**Run 1: a small window of the routed layout**

Scale bar: 10 um. Region (34, 44) to (64, 74) um. Cells in grey, sequential cells in the stronger grey; small squares are vias.
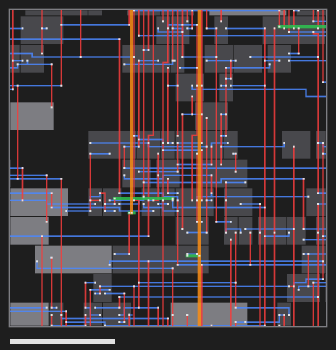
**Run 1: port wiring**

Scale bar: 20 um.
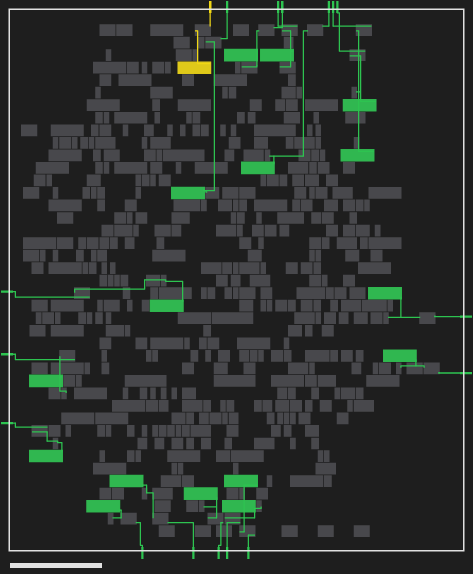
**Run 1: the metal 1 layer**

Supply wires on this layer in grey.
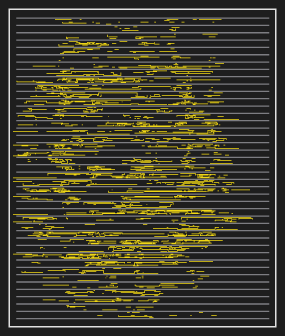
`src/rtl/frame_diff_accumulator.sv`:
```
// -----------------------------------------------------------------------------
// frame_diff_accumulator
//
// Purpose:
//   Sits after the 8-bit adder/subtractor and keeps a saturating signed
//   running sum of its results over a frame of FRAME_LEN samples. When a frame
//   completes, or when flush ends a non-empty frame early, the sum, the sample
//   count and a sticky overflow flag are presented on a registered
//   valid/ready output port. The block accepts no new samples until that
//   result has been taken.
//
// Parameters:
//   FRAME_LEN  samples per frame (1..255)
//   ACC_W      accumulator / out_sum width in bits (9..32)
//
// Ports:
//   clk        clock, all state changes on the rising edge
//   rst        synchronous active-high reset, beats every other event
//   in_data    signed 8-bit sample
//   in_valid   in_data valid this cycle
//   in_ready   block can take a sample (state decode, forced low in reset)
//   flush      close the current frame early (ignored when no frame is open)
//   out_valid  out_sum / out_count / out_ovf hold a finished frame
//   out_ready  consumer takes the finished frame this cycle
//   out_sum    saturated signed frame sum
//   out_count  number of samples in the frame
//   out_ovf    saturation happened at least once in the frame
// -----------------------------------------------------------------------------
module frame_diff_accumulator #(
    parameter int FRAME_LEN = 16,
    parameter int ACC_W     = 16
) (
    input  logic             clk,
    input  logic             rst,
    input  logic [7:0]       in_data,
    input  logic             in_valid,
    output logic             in_ready,
    input  logic             flush,
    output logic             out_valid,
    input  logic             out_ready,
    output logic [ACC_W-1:0] out_sum,
    output logic [7:0]       out_count,
    output logic             out_ovf
);

    localparam logic [1:0] ST_IDLE  = 2'd0;
    localparam logic [1:0] ST_ACCUM = 2'd1;
    localparam logic [1:0] ST_HOLD  = 2'd2;

    localparam logic [7:0] FRAME_LEN_C = 8'(FRAME_LEN);

    // Saturation limits of an ACC_W-bit two's-complement value.
    localparam logic [ACC_W-1:0] ACC_MAX = {1'b0, {(ACC_W-1){1'b1}}};
    localparam logic [ACC_W-1:0] ACC_MIN = {1'b1, {(ACC_W-1){1'b0}}};

    // -------------------------------------------------------------------------
    // State
    // -------------------------------------------------------------------------
    logic [1:0]       state_reg,     state_next;
    logic [ACC_W-1:0] acc_reg,       acc_next;
    logic [7:0]       cnt_reg,       cnt_next;
    logic             ovf_reg,       ovf_next;
    logic             out_valid_reg, out_valid_next;
    logic [ACC_W-1:0] out_sum_reg,   out_sum_next;
    logic [7:0]       out_count_reg, out_count_next;
    logic             out_ovf_reg,   out_ovf_next;

    // -------------------------------------------------------------------------
    // Saturating adder
    //
    // The sum is formed one bit wider than the accumulator. Since both
    // operands fit in ACC_W bits, the wide result is exact, and it left the
    // ACC_W range exactly when its top two bits disagree; the top bit then
    // tells which rail to clamp to.
    // -------------------------------------------------------------------------
    logic [ACC_W:0]   sample_ext;
    logic [ACC_W:0]   acc_ext;
    logic [ACC_W:0]   sum_wide;
    logic             sat_hi;
    logic             sat_lo;
    logic             sat_any;
    logic [ACC_W-1:0] acc_sat;

    assign sample_ext[7:0] = in_data;

    genvar gi;
    generate
        for (gi = 8; gi <= ACC_W; gi++) begin : g_sample_sext
            assign sample_ext[gi] = in_data[7];
        end
    endgenerate

    assign acc_ext  = {acc_reg[ACC_W-1], acc_reg};
    assign sum_wide = acc_ext + sample_ext;
    assign sat_hi   = ~sum_wide[ACC_W] &  sum_wide[ACC_W-1];
    assign sat_lo   =  sum_wide[ACC_W] & ~sum_wide[ACC_W-1];
    assign sat_any  = sat_hi | sat_lo;

    always_comb begin
        acc_sat = sum_wide[ACC_W-1:0];
        if (sat_hi) begin
            acc_sat = ACC_MAX;
        end else if (sat_lo) begin
            acc_sat = ACC_MIN;
        end
    end

    // -------------------------------------------------------------------------
    // Handshake decode
    //
    // in_ready depends on state only (plus reset), so there is no
    // combinational path from in_valid or out_ready to any output.
    // -------------------------------------------------------------------------
    logic accept_open;
    logic take;
    logic frame_done;
    logic [7:0] cnt_inc;

    assign accept_open = (state_reg != ST_HOLD);
    assign in_ready    = accept_open & ~rst;
    assign take        = in_valid & accept_open;
    assign cnt_inc     = cnt_reg + 8'd1;

    // -------------------------------------------------------------------------
    // Next-state logic
    // -------------------------------------------------------------------------
    always_comb begin
        state_next     = state_reg;
        acc_next       = acc_reg;
        cnt_next       = cnt_reg;
        ovf_next       = ovf_reg;
        out_valid_next = out_valid_reg;
        out_sum_next   = out_sum_reg;
        out_count_next = out_count_reg;
        out_ovf_next   = out_ovf_reg;
        frame_done     = 1'b0;

        case (state_reg)
            ST_IDLE: begin
                // acc is zero here, so acc_sat is simply the extended sample.
                // flush is ignored: an empty frame is never emitted, and a
                // flush arriving with the first sample does not close it.
                if (take) begin
                    acc_next   = acc_sat;
                    cnt_next   = 8'd1;
                    ovf_next   = sat_any;
                    state_next = ST_ACCUM;
                    frame_done = (FRAME_LEN_C == 8'd1);
                end
            end

            ST_ACCUM: begin
                if (take) begin
                    acc_next = acc_sat;
                    cnt_next = cnt_inc;
                    ovf_next = ovf_reg | sat_any;
                end
                // A sample arriving together with flush is counted first.
                frame_done = (take && (cnt_inc == FRAME_LEN_C)) || flush;
            end

            ST_HOLD: begin
                if (out_ready) begin
                    state_next     = ST_IDLE;
                    out_valid_next = 1'b0;
                    acc_next       = '0;
                    cnt_next       = 8'd0;
                    ovf_next       = 1'b0;
                end
            end

            default: begin
                state_next     = ST_IDLE;
                acc_next       = '0;
                cnt_next       = 8'd0;
                ovf_next       = 1'b0;
                out_valid_next = 1'b0;
            end
        endcase

        // Closing a frame captures the post-update accumulator values.
        if (frame_done) begin
            state_next     = ST_HOLD;
            out_valid_next = 1'b1;
            out_sum_next   = acc_next;
            out_count_next = cnt_next;
            out_ovf_next   = ovf_next;
        end
    end

    // -------------------------------------------------------------------------
    // Registers
    // -------------------------------------------------------------------------
    always_ff @(posedge clk) begin
        if (rst) begin
            state_reg     <= ST_IDLE;
            acc_reg       <= '0;
            cnt_reg       <= 8'd0;
            ovf_reg       <= 1'b0;
            out_valid_reg <= 1'b0;
            out_sum_reg   <= '0;
            out_count_reg <= 8'd0;
            out_ovf_reg   <= 1'b0;
        end else begin
            state_reg     <= state_next;
            acc_reg       <= acc_next;
            cnt_reg       <= cnt_next;
            ovf_reg       <= ovf_next;
            out_valid_reg <= out_valid_next;
            out_sum_reg   <= out_sum_next;
            out_count_reg <= out_count_next;
            out_ovf_reg   <= out_ovf_next;
        end
    end

    assign out_valid = out_valid_reg;
    assign out_sum   = out_sum_reg;
    assign out_count = out_count_reg;
    assign out_ovf   = out_ovf_reg;

endmodule

```
`config.mk`:
```
export PLATFORM = sky130hd
export DESIGN_NAME = frame_diff_accumulator
export DESIGN_NICKNAME = d
export VERILOG_FILES = /design/src/rtl/frame_diff_accumulator.sv
export SDC_FILE = /design/constraint.sdc
export NUM_CORES = 1
export LEC_CHECK = 0
export CORE_ASPECT_RATIO = 1.2
export CORE_MARGIN = 2
export CORE_UTILIZATION = 30
export DETAILED_ROUTE_END_ITERATION = 10
export PLACE_DENSITY_LB_ADDON = 0.15
export SLEW_MARGIN = 30
export SYNTH_ARGS = -nofsm -noshare
export SYNTH_HDL_FRONTEND = slang
export SYNTH_SLANG_ARGS = --single-unit
```
`constraint.sdc`:
```
create_clock -name clk -period 4.4 [get_ports clk]
set_clock_uncertainty 0.15 [all_clocks]
set_input_delay 0.44 -clock clk [delete_from_list [all_inputs] [get_ports clk]]
set_output_delay 0.44 -clock clk [all_outputs]
set_load 0.005 [all_outputs]
```
==> flow_metrics.tcl, run 1 <==
# flow metrics
set metrics [dict create \
    status "complete, no violations" \
    synthCells 408 \
    crit_fanout 3 \
    fin_util 0.386 \
    numCtsBuffers 5 \
    pre_cts_ws_ns 0.0370 \
    relSlewSlack 0.548 \
    fin_area_um2 4040 \
    finalPower_mw 2.11 \
    dp_hpwl_um 6480 \
    whs_ns 0.348 \
    place_area_um2 3880 \
    flop_cell "dfxtp_1" \
    wl_met1_um 3910 \
    max_freq_mhz 245 \
    lay_top_count "nor2_1" \
    htree_levels 2 \
    path_buffers 3 \
    cts_tree "done" \
    final-setup-viol-count 0 \
    path_class "input pin to register" \
    final_max_slew_viol_count 0 \
    cp_slowest_cell "clkdlybuf4s50_1" \
    end_kind "register" \
    fillCellCount 1141 \
    clk_path_buf_depth 2 \
    die_width_um 98.4 \
    finalCritPeriodShare 0.928 \
    wl_met2_um 4510 \
    diodes 0 \
    rows 41 \
    p_leak_nw 1.59 \
    grtUsageTotal 0.160 \
    ys_area_um2 3210 \
    logic_area_um2 2020 \
    postCtsSetupBuffers 0 \
    clk_latency_ns 0.30 \
    post_cts_resized 0 \
    grt_setup_unrepaired "no" \
    grt.overflow.total 0 \
    coreArea_um2 10500 \
    floorplan.nets 442 \
    regArea_um2 1060 \
    cts-root-buf "clkbuf_16" \
    synth_cell_types 58 \
    drive_gt1_frac 0.119 \
    path_delay_family "AND-OR/OR-AND gates" \
    drtPass1Iterations 4 \
    clkTransAtPathRegs_ns 0.07 \
    pin_count 40 \
    gp_congestion 0.810 \
    synthArstFlopShare 0 \
    tightestPinTransition_ns 0.677 \
    layout_top_cells "88 x nor2_1, 53 x dfxtp_1, 38 x clkdlybuf4s50_1" \
    p_per_area_nw_per_um2 522 \
    highest_layer "met4" \
]
-- 'a small window of the routed layout' (at the start) --
green -> met3
orange -> met4
red -> met2
blue -> met1
sequential cells in the window = 6
cells with their middle in the window = 48
most frequent = nor2_1 (7), dfxtp_1 (6), buf_4 (6)
netlist names of flops here include = `acc_reg` (3), `state_reg` (2)

-- 'port wiring' (at the start) --
yellow -> `out_ovf`  # bits 1, direction output, edge north, end cells 1, buffers 1, wire 13.6 um
green -> `out_sum`  # bits 16, direction output, edge 6 north, 5 south, 3 west, 2 east, end cells 16, buffers 16, wire 401 um

-- 'the metal 1 layer' (at the start) --
longest straight run = 27.1 um
nets with wire on the layer = 464
share of all routed wire = 45%

==> run 1: area by class of cell <==
class	count	area share
clock buffers	6	0.0344
clock inverters	2	0.00434
inverters	12	0.0112
multi-input cells	321	0.500
flip-flops and latches	53	0.263
well taps	129	0.0400
repair buffers	67	0.147
==> run 1: logic make-up after synthesis <==
kind of cell,count (synthesis),share of synthesized area
AOI/OAI and AO/OA,127,0.272
xor gates and xnor gates,11,0.0301
adders and majority gates,21,0.0843
buffers and inverters,34,0.0414
DFF,53,0.331
muxes,9,0.0289
and+or+nand+nor,153,0.212
==> run 1: final timing paths <==
check                    end  slack [ns]  cells after the start
hold / removal    out_sum[7]        0.35                      2
setup / recovery  out_sum[9]        0.32                     18
setup reg to reg  out_sum[9]        0.54                     17
hold reg to reg   out_sum[7]        0.35                      2
==> run 1: synth_stat cells, drive strengths merged (2+ instances only) <==
cell type	count	area [um2]
a211oi	24	203
nor3	6	30.0
clkbuf	16	60.1
o31ai	2	15.0
o21bai	4	30.0
mux2	2	22.5
mux2i	7	70.1
a21oi	35	179
o31a	2	26.3
xor2	4	35.0
nor3b	3	22.5
nor2b	4	25.0
nor2	90	340
ha	20	250
xnor2	7	61.3
inv	12	45.0
o21a	4	30.0
buf	6	27.5
dfxtp	53	1060
a2bb2oi	2	17.5
nand2	21	78.8
a21o	5	37.5
nand3	11	55.1
o32ai	2	25.0
a311oi	2	23.8
a22oi	4	30.0
nand2b	7	43.8
nand4	3	18.8
or2	2	12.5
a21boi	5	41.3
a31oi	4	25.0
o21ai	27	139
==> run 1: power by group <==
group	switching, mW	internal, mW
registers	0.0587	0.557
clock network	0.187	0.230
logic	0.563	0.511
total	0.809	1.30
==> run 1 -> run 2 <==
--- a/config.mk
+++ b/config.mk
@@ -5,6 +5,7 @@
 export SDC_FILE = /design/constraint.sdc
 export NUM_CORES = 1
 export LEC_CHECK = 0
+export ABC_CLOCK_PERIOD_IN_PS = 4400
 export CORE_ASPECT_RATIO = 1.2
 export CORE_MARGIN = 2
 export CORE_UTILIZATION = 30
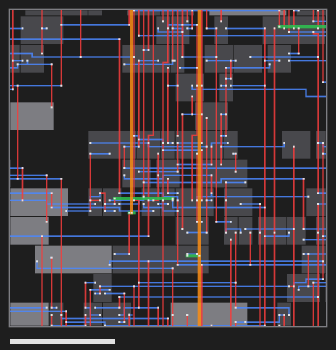
**Above:** run 2 (a small window of the routed layout).
Scale bar: 10 um. Region (34, 44) to (64, 74) um. Cells in grey, sequential cells in the stronger grey; small squares are vias.
green -> met3
blue -> met1
red -> met2
orange -> met4
netlist names of flops here include = `acc_reg` (3), `state_reg` (2)
cells with their middle in the window = 48
sequential cells in the window = 6
most frequent = nor2_1 (7), dfxtp_1 (6), buf_4 (6)

==> run 2 against run 1 <==
  * Sequential share of layout area is the same
  * Sequential power barely moved
  * Combinational power barely moved
  * Setup slack unchanged
  * Via count unchanged
  * Area after synthesis did not move
  * Sequential cell count is the same
  * Final cell count stayed put
  * Critical path depth is the same
  * Utilization did not move
  * Routed wire length is the same
  * Global-route usage did not move
==> flow_metrics.tcl, run 2 <==
# flow metrics
set metrics [dict create \
    postCtsSetupBuffers 0 \
    finalPower_mw 2.11 \
    grt_setup_unrepaired "no" \
    layout_top_cells "88 x nor2_1, 53 x dfxtp_1, 38 x clkdlybuf4s50_1" \
    rows 41 \
    viasPerCell 5.09 \
    top_cells_by_area "dfxtp_1 33%, nor2_1 10%, ha_1 7.8%" \
    relSlewSlack 0.548 \
    htree_levels 2 \
    die_width_um 98.4 \
    xor_share 0.0301 \
    dp_hpwl_um 6480 \
    synth.logic.top_family "AND-OR/OR-AND gates" \
    max_freq_mhz 245 \
    flop_cell "dfxtp_1" \
    final-setup-viol-count 0 \
    whs_path_depth 2 \
    drtPass1Iterations 4 \
    adder_share 0.0843 \
    tightestPinTransition_ns 0.677 \
    drive_gt1_frac 0.119 \
    clkTransAtPathRegs_ns 0.07 \
    floorplan.nets 442 \
    yosys.area.top_type_share 0.331 \
    dp.cells 582 \
    final_max_slew_viol_count 0 \
    synth_top_cell_by_area "dfxtp_1" \
    pin_count 40 \
    regToRegSetupSlack_ns 0.54 \
    r2r.worst_path.cells 17 \
    cp-start-kind "input pin" \
    end_kind "register" \
    cts_tree "done" \
    fin_util 0.386 \
    ys_area_um2 3210 \
    crit_fanout 3 \
    place_area_um2 3880 \
    layout.nets 494 \
    path_class "input pin to register" \
    p_per_area_nw_per_um2 522 \
    fp-utilization 0.306 \
    rr_endpoint "out_sum[9]" \
    synthesis.area_um2 3210 \
    synth_cell_types 58 \
    syn_area_per_cell_um2 7.86 \
    synth_top_cell_by_count "nor2_1" \
    ys_cells 408 \
    chipArea_um2 11500 \
    ys_top_cells_by_count "89 x nor2_1, 53 x dfxtp_1, 34 x a21oi_1" \
    grt.overflow.total 0 \
    coreArea_um2 10500 \
    grtUsageTotal 0.160 \
    clk_path_buf_depth 2 \
    vdd_drop_max_uv 211 \
    mux_area_frac 0.0289 \
    critPathRequiredTime_ns 4.46 \
    port_buffers 39 \
    p_leak_nw 1.59 \
    post_cts_resized 0 \
    gp_congestion 0.810 \
    status "complete, no violations" \
    hold_end "out_sum[7]" \
    ys_sh_simple 0.212 \
    clock_sinks 53 \
    synthArstFlopShare 0 \
    synthCells 408 \
    whs_ns 0.348 \
    cts-root-buf "clkbuf_16" \
    finalCritPeriodShare 0.928 \
    pre_cts_ws_ns 0.0370 \
    compound_area_frac 0.272 \
    fin_area_um2 4040 \
    diodes 0 \
    warning_count 27 \
    lay_top_count "nor2_1" \
]
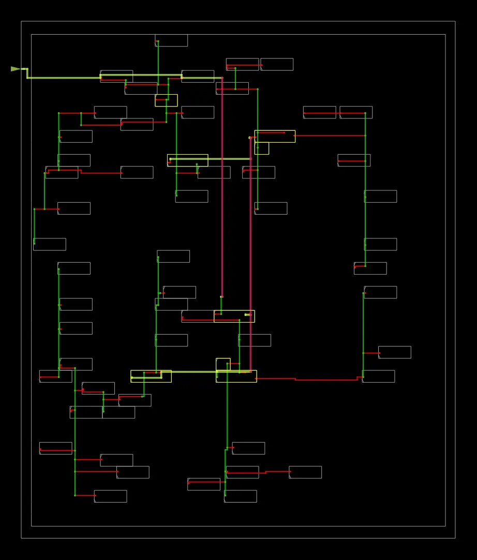
**Above:** run 2 (clock routing).
clkbuf count: 6
TritonCTS Buffers: 5
Latency at later pin: 0.30 ns

run 2: cell counts in the layout (fill, tap and decap cells not counted):
Identical to the previous run, type by type.
run 2: how the worst max path moves through the flow:
stage                     cells after the start  slack (ns)          end        from
after floorplan                              16        0.37  out_sum[12]  in_data[0]
after global placement                       18        0.09   out_sum[9]  in_data[0]
after detailed placement                     18        0.04   out_sum[9]  in_data[0]
after CTS                                    18        0.33   out_sum[9]  in_data[0]
after global routing                         19        0.02   out_sum[6]  in_data[0]
final                                        18        0.32   out_sum[9]  in_data[0]
run 2: cell type report:
cell class | instances | area (um2)
multi-input combinational | 321 | 2020
sequential | 53 | 1060
fill | 1141 | 6430
timing repair buffer | 67 | 596
inverter | 12 | 45.0
tap | 129 | 161
clock buffer | 6 | 139
clock inverter | 2 | 17.5
run 2: logic make-up after synthesis:
logic type	after synthesis
adders and majority gates	21
DFF	53
muxes	9
xor gates and xnor gates	11
AOI/OAI and AO/OA	127
buffers and inverters	34
and+or+nand+nor	153
run 2: power by group:
part           switching [mW]  internal, mW
Clock                   0.187         0.230
Combinational           0.563         0.511
Sequential             0.0587         0.557
Total                   0.809          1.30
run 2: layer usage:
metal | up-vias | routed length [um] | track usage
met2 | 44 | 4510 | 0.291
li1 | 1554 | - | -
met4 | 0 | 131 | 0.0530
met1 | 1395 | 3910 | 0.194
met3 | 10 | 222 | 0.0238
met5 | - | 0 | 0
run 2: worst max-delay path: stages:
cell	delay [ns]
clkdlybuf4s50_1	0.46
ha_1	0.16
inv_1	0.05
fa_1	0.38
nor2b_1	0.14
o21ai_1	0.10
a21oi_1	0.18
nor2_2	0.08
o31a_4	0.33
o211a_1	0.21
or2_1	0.24
ha_1	0.23
or2_2	0.30
buf_4	0.15
nor3b_1	0.19
a221o_1	0.18
a311oi_2	0.05
a211oi_1	0.25
Power figures rest on the tool's default switching activity, not on a simulated workload.
